===== src/rtl/irrigation_actuator_ctrl.sv =====
// irrigation_actuator_ctrl
//   Sequences the field actuators from the irrigation decision flags:
//   pump priming, a timed valve run bounded by min/max run times, and a
//   pump-off drain. A critical water level forces a lockout from any state.
//
// Ports
//   clk, rst_n        clock (rising edge), asynchronous active-low reset
//   sprinkler_req     sprinkler request (level)
//   drip_req          drip request (level)
//   water_box[1:0]    tank level: 00 critical, 01 low, 10 medium, 11 high
//   pump_en           pump motor enable
//   sprinkler_valve   sprinkler valve open
//   drip_valve        drip valve open
//   busy              controller not idle
//   fault             low-water lockout active
//   run_done          one-cycle pulse after a run drains normally
//
// Optional feature (macro IRRIG_RUN_STATS_EN):
//   run_count[15:0]         completed runs, wraps
//   last_run_len[CNT_W-1:0] RUN cycle count of the last completed run
module irrigation_actuator_ctrl #(
  parameter int unsigned CNT_W      = 8,
  parameter int unsigned PRIME_CYC  = 8,
  parameter int unsigned MIN_ON_CYC = 32,
  parameter int unsigned MAX_ON_CYC = 200,
  parameter int unsigned DRAIN_CYC  = 16
) (
  input  logic             clk,
  input  logic             rst_n,
  input  logic             sprinkler_req,
  input  logic             drip_req,
  input  logic [1:0]       water_box,
  output logic             pump_en,
  output logic             sprinkler_valve,
  output logic             drip_valve,
  output logic             busy,
  output logic             fault,
  output logic             run_done
`ifdef IRRIG_RUN_STATS_EN
  ,
  output logic [15:0]      run_count,
  output logic [CNT_W-1:0] last_run_len
`endif
);

  typedef enum logic [2:0] {
    S_IDLE,
    S_PRIME,
    S_RUN,
    S_DRAIN,
    S_LOCKOUT
  } state_t;

  localparam logic [CNT_W-1:0] PRIME_LAST = CNT_W'(PRIME_CYC - 1);
  localparam logic [CNT_W-1:0] MIN_LAST   = CNT_W'(MIN_ON_CYC - 1);
  localparam logic [CNT_W-1:0] MAX_LAST   = CNT_W'(MAX_ON_CYC - 1);
  localparam logic [CNT_W-1:0] DRAIN_LAST = CNT_W'(DRAIN_CYC - 1);

  state_t           state_q, state_d;
  logic [CNT_W-1:0] cnt_q;
  logic             mode_q, mode_d;   // 1 = sprinkler, 0 = drip
  logic             run_done_q;
  logic             critical;
  logic             mode_req;

  assign critical = (water_box == 2'b00);
  assign mode_req = mode_q ? sprinkler_req : drip_req;

  // Critical level is tested first in every active state so it beats
  // all other transitions.
  always_comb begin
    state_d = state_q;
    mode_d  = mode_q;
    case (state_q)
      S_IDLE: begin
        if (critical) begin
          state_d = S_LOCKOUT;
        end else if (sprinkler_req || drip_req) begin
          mode_d  = sprinkler_req;
          state_d = S_PRIME;
        end
      end
      S_PRIME: begin
        if (critical)                state_d = S_LOCKOUT;
        else if (cnt_q == PRIME_LAST) state_d = S_RUN;
      end
      S_RUN: begin
        if (critical)
          state_d = S_LOCKOUT;
        else if ((cnt_q == MAX_LAST) || ((cnt_q >= MIN_LAST) && !mode_req))
          state_d = S_DRAIN;
      end
      S_DRAIN: begin
        if (critical)                 state_d = S_LOCKOUT;
        else if (cnt_q == DRAIN_LAST) state_d = S_IDLE;
      end
      S_LOCKOUT: begin
        if (!critical) state_d = S_IDLE;
      end
      default: state_d = S_IDLE;
    endcase
  end

  always_ff @(posedge clk or negedge rst_n) begin
    if (!rst_n) begin
      state_q    <= S_IDLE;
      cnt_q      <= '0;
      mode_q     <= 1'b0;
      run_done_q <= 1'b0;
    end else begin
      state_q    <= state_d;
      mode_q     <= mode_d;
      cnt_q      <= (state_d != state_q) ? '0 : cnt_q + CNT_W'(1);
      run_done_q <= (state_q == S_DRAIN) && (state_d == S_IDLE);
    end
  end

  always_comb begin
    pump_en         = (state_q == S_PRIME) || (state_q == S_RUN);
    sprinkler_valve = ((state_q == S_RUN) || (state_q == S_DRAIN)) && mode_q;
    drip_valve      = ((state_q == S_RUN) || (state_q == S_DRAIN)) && !mode_q;
    busy            = (state_q != S_IDLE);
    fault           = (state_q == S_LOCKOUT);
    run_done        = run_done_q;
  end

`ifdef IRRIG_RUN_STATS_EN
  logic [15:0]      run_count_q;
  logic [CNT_W-1:0] last_run_len_q;
  logic [CNT_W-1:0] run_len_q;

  // The run length is held aside at RUN exit and only committed when the
  // drain completes, so a lockout during DRAIN leaves the stats untouched.
  always_ff @(posedge clk or negedge rst_n) begin
    if (!rst_n) begin
      run_count_q    <= '0;
      last_run_len_q <= '0;
      run_len_q      <= '0;
    end else begin
      if ((state_q == S_RUN) && (state_d == S_DRAIN))
        run_len_q <= cnt_q + CNT_W'(1);
      if ((state_q == S_DRAIN) && (state_d == S_IDLE)) begin
        run_count_q    <= run_count_q + 16'd1;
        last_run_len_q <= run_len_q;
      end
    end
  end

  assign run_count    = run_count_q;
  assign last_run_len = last_run_len_q;
`endif

endmodule


===== config.mk =====
export PLATFORM = sky130hd
export DESIGN_NAME = irrigation_actuator_ctrl
export DESIGN_NICKNAME = d
export VERILOG_FILES = /design/src/rtl/irrigation_actuator_ctrl.sv
export SDC_FILE = /design/constraint.sdc
export NUM_CORES = 1
export LEC_CHECK = 0
export CORE_UTILIZATION = 52
export CTS_CLUSTER_SIZE = 20
export DETAILED_ROUTE_END_ITERATION = 10
export HOLD_SLACK_MARGIN = 0.03
export PLACE_DENSITY_LB_ADDON = 0.1
export SLEW_MARGIN = 15
export SYNTH_ARGS = -nofsm -noshare
export SYNTH_HDL_FRONTEND = slang
export SYNTH_SLANG_ARGS = --single-unit

===== constraint.sdc =====
create_clock -name clk -period 3.5 [get_ports clk]
set_clock_uncertainty 0.1 [all_clocks]
set_input_delay 0.525 -clock clk [delete_from_list [all_inputs] [get_ports clk]]
set_output_delay 0.525 -clock clk [all_outputs]
set_load 0.01 [all_outputs]

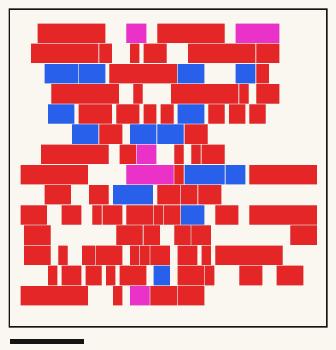
Fig. 1. Cell sizes after repair (run 1).
The bar under the picture is 10 µm long.
colour	size	cells
magenta	x3 and x4	5
red	x1 and smaller	75
blue	x2	14
count of plain and timing-repair buffers: 11
area grow syn2layout: 14.18%

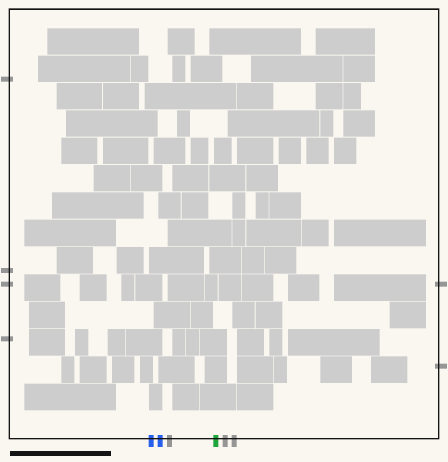
Fig. 2. Pin placement (run 1).
The bar under the picture is 10 µm long. Pins as bars across the die edge, other pins in grey.
colour	port	pins	direction	edge
green	`fault`	1	output	south
blue	`water_box`	2	input	south
Die W: 42.57 µm
Die Ht: 42.57 µm

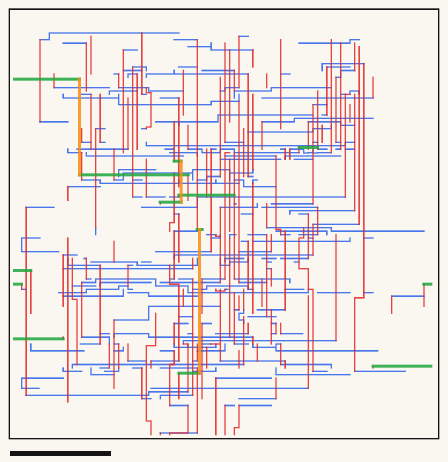
Fig. 3. Wiring by layer (run 1).
The bar under the picture is 10 µm long.
colour	layer	wire length
green	M3	43.2 µm
blue	M1	805 µm
red	M2	766 µm
orange	M4	27.9 µm
wire length per cell: 14.93 µm
via count: 655
WL final: 1642 µm
Overall Global Routing Usage: 21.53%

run 1: sequential cells by signal (all words and copies together), names as in the netlist:
register / flops
mode_q: 1
cnt_q: 8
run_done: 1
state_q: 3
run 1: cell families (layout without fill, tap and decap cells):
family                     count (synthesis)  in the layout  share of synthesized area, %
AOI/OAI and AO/OA                         13             13                         14.77
xor gates and xnor gates                   8              8                         8.187
adders and majority gates                  1              1                         1.462
buffers and inverters                      7             18                         5.409
DFF                                       13             13                         38.01
and+or+nand+nor                           41             41                         32.16
run 1: layout make-up:
| cell class | count | share of cell area (%) |
|---|---|---|
| clock buffer | 4 | 2.689 |
| inverter | 3 | 1.152 |
| multi-input combinational | 63 | 49.55 |
| sequential | 13 | 33.29 |
| tap | 16 | 2.049 |
| timing repair buffer | 11 | 11.27 |
run 1: layer usage:
| metal | up-vias | global-route usage [%] | routed length [µm] | part of all wire (%) |
|---|---|---|---|---|
| li1 | 324 | - | - | - |
| met1 | 311 | 30.30 | 804 | 49 |
| met2 | 14 | 31.38 | 766 | 47 |
| met3 | 6 | 2.586 | 43 | 2.6 |
| met4 | 0 | 13.13 | 27 | 1.6 |
| met5 | - | 0 | 0 | 0 |
run 1: power breakdown:
group / switching [mW] / internal [mW] / total, mW
clock: 0.0493 / 0.0442 / 0.0936
sequential: 0.0278 / 0.168 / 0.196
combinational: 0.0466 / 0.0523 / 0.0988
run 1: placed cells by master (no fill, tap or decap), types with 2 or more instances in the layout:
master | netlist | layout
xor2_1 | 2 | 2
inv_1 | 3 | 3
and2b_1 | 2 | 2
nand3_1 | 3 | 3
nor2_1 | 11 | 11
clkbuf_4 | 0 | 3
nand2b_1 | 3 | 3
clkdlybuf4s50_1 | 0 | 11
a221oi_2 | 2 | 2
nand4_1 | 3 | 3
nor3_2 | 7 | 7
xnor2_1 | 6 | 6
dfrtp_1 | 13 | 13
and3_2 | 2 | 2
run 1: through the flow:
step,instances,hold slack (ps),instance area (µm²)
final,110,381.3,977.2
after global routing,110,404.1,977.2
after CTS,110,385.5,977.2
after detailed placement,106,368.2,950.9
after global placement,106,369.0,950.9
after floorplan,83,129.4,855.8
run 1: path summary, 6_finish.rpt:
path / end / depth (start not counted)
setup / recovery: sprinkler_valve / 4
hold / removal: cnt_q[0]$_DFF_PN0_ / 1
setup reg to reg: cnt_q[6]$_DFF_PN0_ / 5
hold reg to reg: cnt_q[0]$_DFF_PN0_ / 1
max in group asynchronous: cnt_q[4]$_DFF_PN0_ / 1
min in group asynchronous: state_q[1]$_DFF_PN0_ / 1
==> reports/metrics.cfg, run 1 <==
[cts]
cts_tree=built
cts_hold_buf=0
cts_resized=0

[critical_path]
arrival_ps=1780
crit_chain=inv_1 -> nor2_1 -> and2_1 -> clkdlybuf4s50_1
reg2reg_setup_slack_ps=1670
r2r-start=cnt_q[0]$_DFF_PN0_
cp-start-kind=register

[floorplan]
row_count=14

[synthesis]
edf_count=0
async_flop_share_pct=100.0
synth_top_cell_by_count=dfrtp_1

[route]
detail_route.drc_violations=0
via_per_inst=5.955
ant_nets=0

[final_timing]
fin_crit_ps=2403
finalHoldViolCount=0
tightest_slew_ps=588.3

[grt]
grt_max_degree=14
antenna_found_initial=0

[hold_path]
hold_path_class=register to register

[final_layout]
antenna_cells=0
seq_area_um2=325.3

[status]
status=completed

[placement]
portBuffers=11

## Run 2: what changed since run 1
Clock period 3.5 ns to 2.4 ns, I/O delays scaled along.
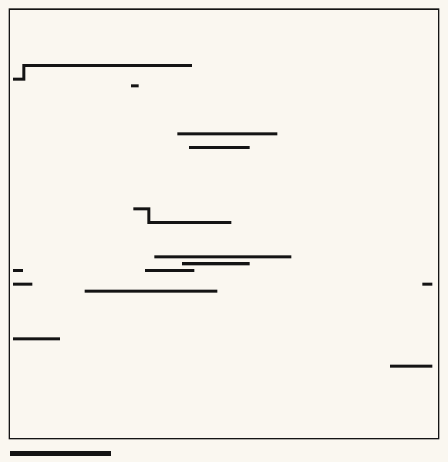
Fig. 4. M3 wires (run 2).
The bar under the picture is 10 µm long.
main direction	horizontal
wire length on this layer	93.8 µm
longest straight run	16.6 µm
met3 Use GR: 5.172%
via count: 688
WL final: 1767 µm

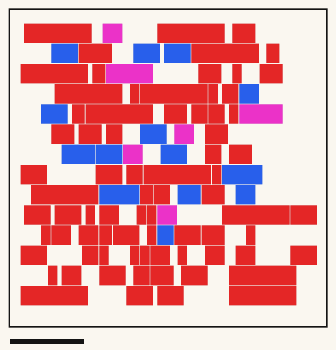
Fig. 5. Cell sizes after repair (run 2).
The bar under the picture is 10 µm long.
colour	size	cells
red	x1 and smaller	75
magenta	x3 and x4	6
blue	x2	14
final instance area: 984.7 µm²
area grow syn2layout: 15.06%

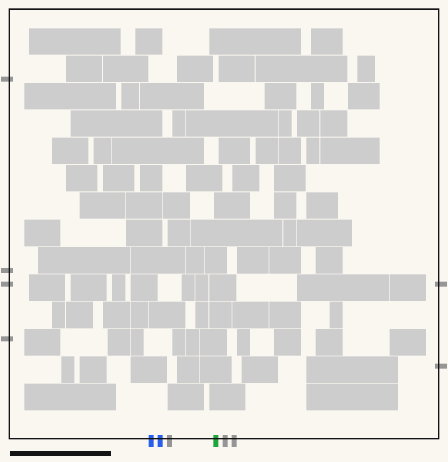
Fig. 6. Pin placement (run 2).
The bar under the picture is 10 µm long. Pins as bars across the die edge, other pins in grey.
colour	port	pins	direction	edge
green	`fault`	1	output	south
blue	`water_box`	2	input	south
all pins by edge	6 south, 4 west, 2 east
PortBufs: 11

==> reports/metrics.cfg, run 2 <==
[synthesis]
yosys.area_share.simple_pct=32.16  ; unchanged
adder_share_pct=1.462  ; unchanged
logic_family=simple AND/OR/NAND/NOR gates
async_flop_share_pct=100.0  ; unchanged
synth_top_cell_by_count=dfrtp_1
mux_area_share_pct=0  ; unchanged

[critical_path]
crit_chain=inv_1 -> nor2_1 -> and2_1 -> clkdlybuf4s50_1
r2r_cells=5  ; unchanged
cp-start-kind=register
reg2reg_setup_slack_ps=550  ; -1120 ps
path_depth=4  ; unchanged

[grt]
grt_usage_pct=22.45  ; +0.92 points
grt_util_met2_pct=30.77  ; -0.62 points
antenna_found_initial=0  ; unchanged

[route]
post_drt_wl_per_cell_um=15.92  ; +6.6%
ant_nets=0  ; unchanged

[pwr]
p_int_uw=389.7  ; +47%
p_seq_share_pct=49.7  ; -0.8 points
p_switching_uw=185.2  ; +50%

[final_layout]
instances_no_fill=111  ; +0.91%
lay_top_count=dfrtp_1
largest_reg_flops=8  ; unchanged

[floorplan]
dieHeight_um=42.57  ; unchanged

[final_timing]
tightest_slew_ps=602.7  ; +14.42 ps
fin_crit_ps=2232

[status]
status=completed

[placement]
placed_area_um2=958.4  ; +0.79%

[hold_path]
hold_path_class=primary input to async pin

[cts]
cts_hold_buf=0  ; unchanged

==> run 2: metal layers <==
metal  up-vias  part of all wire, %
met5         -                    0
li1        331                    -
met2        19                   47
met3         4                  5.3
met4         0                  1.1
met1       334                   46
==> run 2: how the worst max path moves through the flow <==
stage | to | from
floorplan | cnt_q[1]$_DFF_PN0_ | cnt_q[0]$_DFF_PN0_
global placement | cnt_q[7]$_DFF_PN0_ | sprinkler_req
detailed placement | cnt_q[1]$_DFF_PN0_ | sprinkler_req
CTS | sprinkler_valve | state_q[1]$_DFF_PN0_
global route | busy | state_q[1]$_DFF_PN0_
finish | sprinkler_valve | state_q[1]$_DFF_PN0_
==> run 2: final cells by class <==
type	instances	area (µm²)	area share [%]
Multi-Input combinational cell	63	484.2	49.17
Sequential cell	13	325.3	33.04
Clock buffer	4	26.28	2.668
Timing Repair Buffer	12	117.6	11.94
Tap cell	16	20.02	2.033
Inverter	3	11.26	1.144
==> run 2: metrics by stage <==
step	hold WS [ps]	setup WS (ps)
after global routing	396.4	76.08
after detailed placement	362.2	311.8
after CTS	367.3	155.5
after global placement	364.4	420.4
after floorplan	-35.59	791.9
final	351.9	168.0
==> run 2: power by group through the flow <==
stage	sequential, mW	clock [mW]	combinational, mW
2_1_floorplan	0.270	0	0.116
3_3_place_gp	0.288	0	0.145
3_5_place_dp	0.289	0	0.153
4_1_cts	0.285	0.143	0.154
5_1_grt	0.292	0.152	0.166
6_report	0.286	0.137	0.152
==> run 2: logic make-up after synthesis <==
family,after synthesis
AND/OR/NAND/NOR,41
AND-OR/OR-AND,13
flip-flops,13
XOR/XNOR,8
buffers and inverters,7
adder cells (fa/ha/maj),1
Power is estimated from default activity; no workload was simulated.
